Design ro_pair_freq_comparator, sky130hd; sources not shown.
**Run 1: routing congestion map**

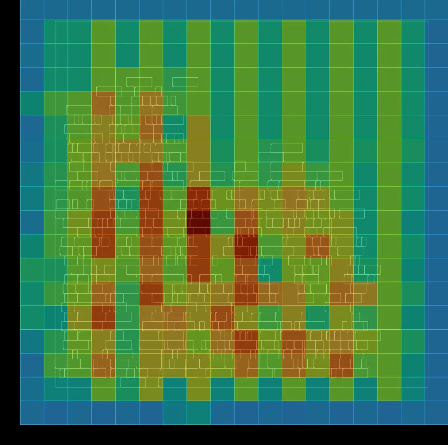
layer with the highest usage after global routing: met2
met1 capacity usage during global routing: 0.120
DR WL/cell: 13.4 um
met2 Track Usage GR: 0.158

**Run 1: cells coloured by class**

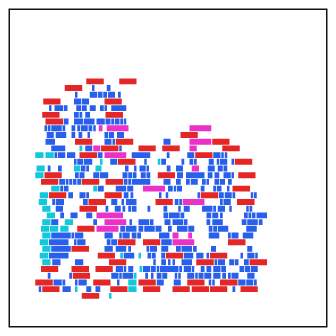
class	colour	cells	share of their area
remaining buffers and delay cells	cyan	33	6.6%
clock drivers and dummy loads	magenta	16	7.4%
remaining logic cells	blue	320	55%
registers	red	62	31%
core area: 11500 sq um
final core utilization: 0.367
share of the final layout cell area in sequential cells: 0.295

**Run 1: wiring by layer**

Two of the layers only.
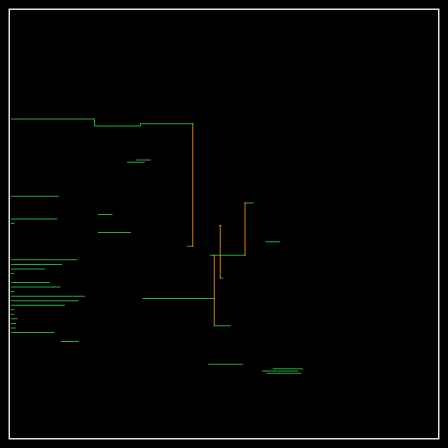
layer	colour	wire length
M3	green	346 um
M4	orange	89.1 um
vias: 2866
Total GRT Usage: 0.0973
detailed-route wire length: 7.67 mm

**Run 1: routed clock nets over the placement**

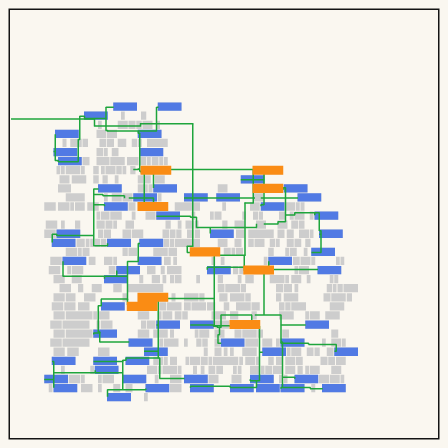
[clock-net drivers] orange | count: 9
[clock wires] green | length: 944 um
[flip-flops] blue | count: 62
routed clock nets	10
Worst-Skew Late Latency: 0.32 ns
Clk network pwr share: 0.486
clk pwr: 0.000548 W

==> results.toml, run 1 <==
# generated from flow reports
[global_route]
grt_overflow = 0
first_global_vias = 2917
grt_start_max_net_pins = 13
grt_antenna_before_repair = 0

[final_timing]
hold_ws_ns = 0.270
setup_repair_after_global_routing_missed_its_margin = "no"
post-route-min-period_ns = 2.67
report.final.slew_viol_count = 0
setup_viol = 0

[floorplanning]
nWellTaps = 143
fp.dieW_um = 128
core_rows = 39

[layout]
layout.cells.most_common_list = "dfxtp_1 (62), nor2_1 (61), xnor2_1 (24), ha_1 (22)"
layout.clock.cell_area_share = 0.0712
layout_top_cell = "dfxtp_1"
comb_area_frac = 0.509
area.combinational_sq_um = 2140
non_clock_buffer_contribution_to_total_cell_area = 0.0628
final_layout_size_suffix_gt1_frac = 0.0974
final_cell_area_sq_um = 4200
flop_area_sq_um = 1240

[power]
powerComb_w = 0.000121
p_total_w = 0.00113
leakagePower_nw = 1.47
total_switching_power_w = 0.000285

[synthesis]
yosys-stat-area_sq_um = 3510
post_synthesis_instance_area_sq_um = 3510
synth-edff-count = 0
dominantRegCellSynth = "dfxtp_1"
syn_avg_cell_area_sq_um = 8.92
synth_xor_xnor_area_share = 0.0922
synth.largest_area_cell = "dfxtp_1"
synth_warnings = 0
postSynthSeqShare = 0.353
yosys_adder_share = 0.0783
post_synth_net_total = 433

[setup_path]
timing.critical_path.cells = "buf_4 > and3b_1 > clkdlybuf4s50_1"
worstSetupStartpointType = "flop"
max_stage_delay_ns = 0.54
worst_reg_to_reg_cells = 7
path_delay_family = "buffers and inverters"
critical_path_sink_type = "primary output"

[routing]
wl_met2_mm = 3.57
detail_route.first_pass.iterations = 4
drcViolationCount = 0
drt_iter0_drc = 100
met3_routed_wl_um = 345

[placed_design]
io_buffers = 21
dp_hpwl_mm = 5.87

[clock_tree]
tritoncts_clock_tree = "yes"
cts_hold_buffers = 0
clkSinkCount = 62
clkTransAtPathRegs_ns = 0.06
clockRootBuffer = "clkbuf_16"
clock_tree.buffer_depth = 2

[run_status]
status = "completed"

[worst_hold_path]
hold-path-cell-count = 1
## Run 2: what changed since run 1
- clock period: 5.7 -> 2.8 ns (I/O delays scaled with it)
**Run 2: pin map**

Pins as bars across the die edge, other pins in grey.
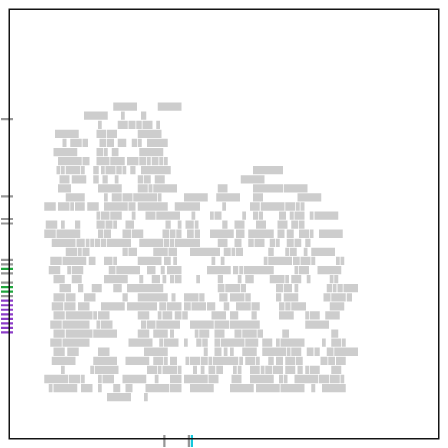
port	colour	pins	direction	edge
sel_b	green	3	input	west
resp_bit	cyan	1	output	south
ro_in	purple	8	input	west
all pins by edge	20 west, 3 south
Die Width: 128 um
Die Y: 128 um
Port Buffers: 21

**Run 2: cells coloured by class**

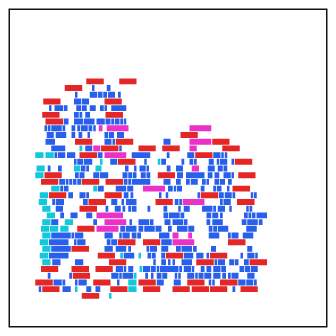
class	colour	cells	share of their area
registers	red	62	31%
clock drivers and dummy loads	magenta	16	7.4%
remaining buffers and delay cells	cyan	33	6.6%
remaining logic cells	blue	320	55%
post-route cell area: 4200 sq um
Core Rows: 39

**Run 2: wiring by layer**

Two of the layers only.
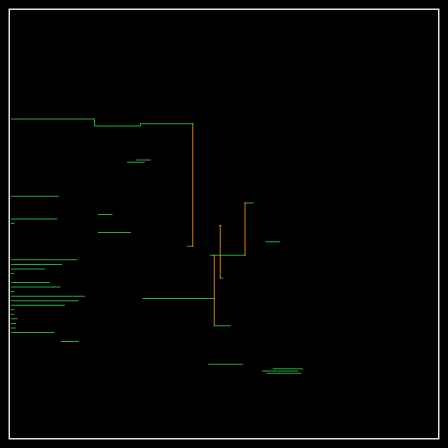
layer	colour	wire length
M4	orange	89.1 um
M3	green	346 um

==> run 2 against run 1 <==
Sequential share of layout area stayed put. Synthesized cell count stayed put. Largest power group unchanged. Die area stayed put. Via count stayed put. Final area stayed put.
==> results.toml, run 2 <==
# generated from flow reports
[clock_tree]
clock_tree.buffer_depth = 2
tritoncts_clock_tree = "yes"
htree_num_levels = 3
clockRootBuffer = "clkbuf_16"
cts_hold_buffers = 0
clk_latency_ns = 0.32
numCtsBuffers = 9
clkTransAtPathRegs_ns = 0.06
clkSinkCount = 62

[global_route]
grt_antenna_before_repair = 0
met2_track_usage_gr = 0.158
first_global_vias = 2917
gr-max-usage-layer = "met2"
grt_usage = 0.0973
grt_util_met1 = 0.120
grt_start_max_net_pins = 13

[synthesis]
post_synthesis_instance_area_sq_um = 3510
synth-edff-count = 0
synth_xor_xnor_area_share = 0.0922
yosys_cells = 394
dominantRegCellSynth = "dfxtp_1"
synth_warnings = 0
postSynthSeqShare = 0.353
yosys_adder_share = 0.0783
yosys-stat-area_sq_um = 3510
syn_avg_cell_area_sq_um = 8.92
synth.largest_area_cell = "dfxtp_1"
post_synth_and_or_nand_nor_area_fraction = 0.309
yosys_register_bits = 62
ys_top_cells_by_count = "dfxtp_1 (62), nor2_1 (61), xnor2_1 (24)"

[power]
pg_clk_w = 0.00111
powerComb_w = 0.000246
total_switching_power_w = 0.000580
p_total_w = 0.00230
power.share.clock = 0.486
leakagePower_nw = 1.47

[setup_path]
cp_required_ns = 2.80
worst_reg_to_reg_cells = 7
worstSetupStartpointType = "flop"
cp_max_fo = 9
path_delay_family = "simple AND/OR/NAND/NOR gates"
crit_path_top_delay_cell = "or4_4"
max_stage_delay_ns = 0.45
timing.critical_path.cells = "ha_1 > clkbuf_1 > nand3_1 > or4_4 > and3_1 > xnor2_1 > nor2_1"
critical_path_sink_type = "flop"

[final_timing]
setup_viol = 0
setup_repair_after_global_routing_missed_its_margin = "no"
hold_ws_ns = 0.255
post-route-min-period_ns = 2.27
report.final.slew_viol_count = 0

[routing]
wire_per_inst_um = 13.4
vias = 2866
wirelength_mm = 7.67
met3_routed_wl_um = 345
drt_iter0_drc = 100
drcViolationCount = 0
detail_route.first_pass.iterations = 4
routed.top_layer = "met4"
wl_met2_mm = 3.57

[worst_hold_path]
hold_path.class = "in -> reg"
hold-path-cell-count = 2

[layout]
area.combinational_sq_um = 2140
non_clock_buffer_contribution_to_total_cell_area = 0.0628
final_core_util = 0.367
layout_top_cell = "dfxtp_1"
layout.cells.most_common_list = "dfxtp_1 (62), nor2_1 (61), xnor2_1 (24), ha_1 (22)"
flop_area_sq_um = 1240
layout.clock.cell_area_share = 0.0712
num_antenna_cells = 0
final_layout_size_suffix_gt1_frac = 0.0974
seq_area_frac = 0.295

[floorplanning]
nWellTaps = 143
placeableCoreArea_sq_um = 11500

[placed_design]
place_worst_setup_slack_ns = 0.534
dp_hpwl_mm = 5.87

[run_status]
status = "completed"
No activity file was given, so power comes from the tool's default toggle rates.
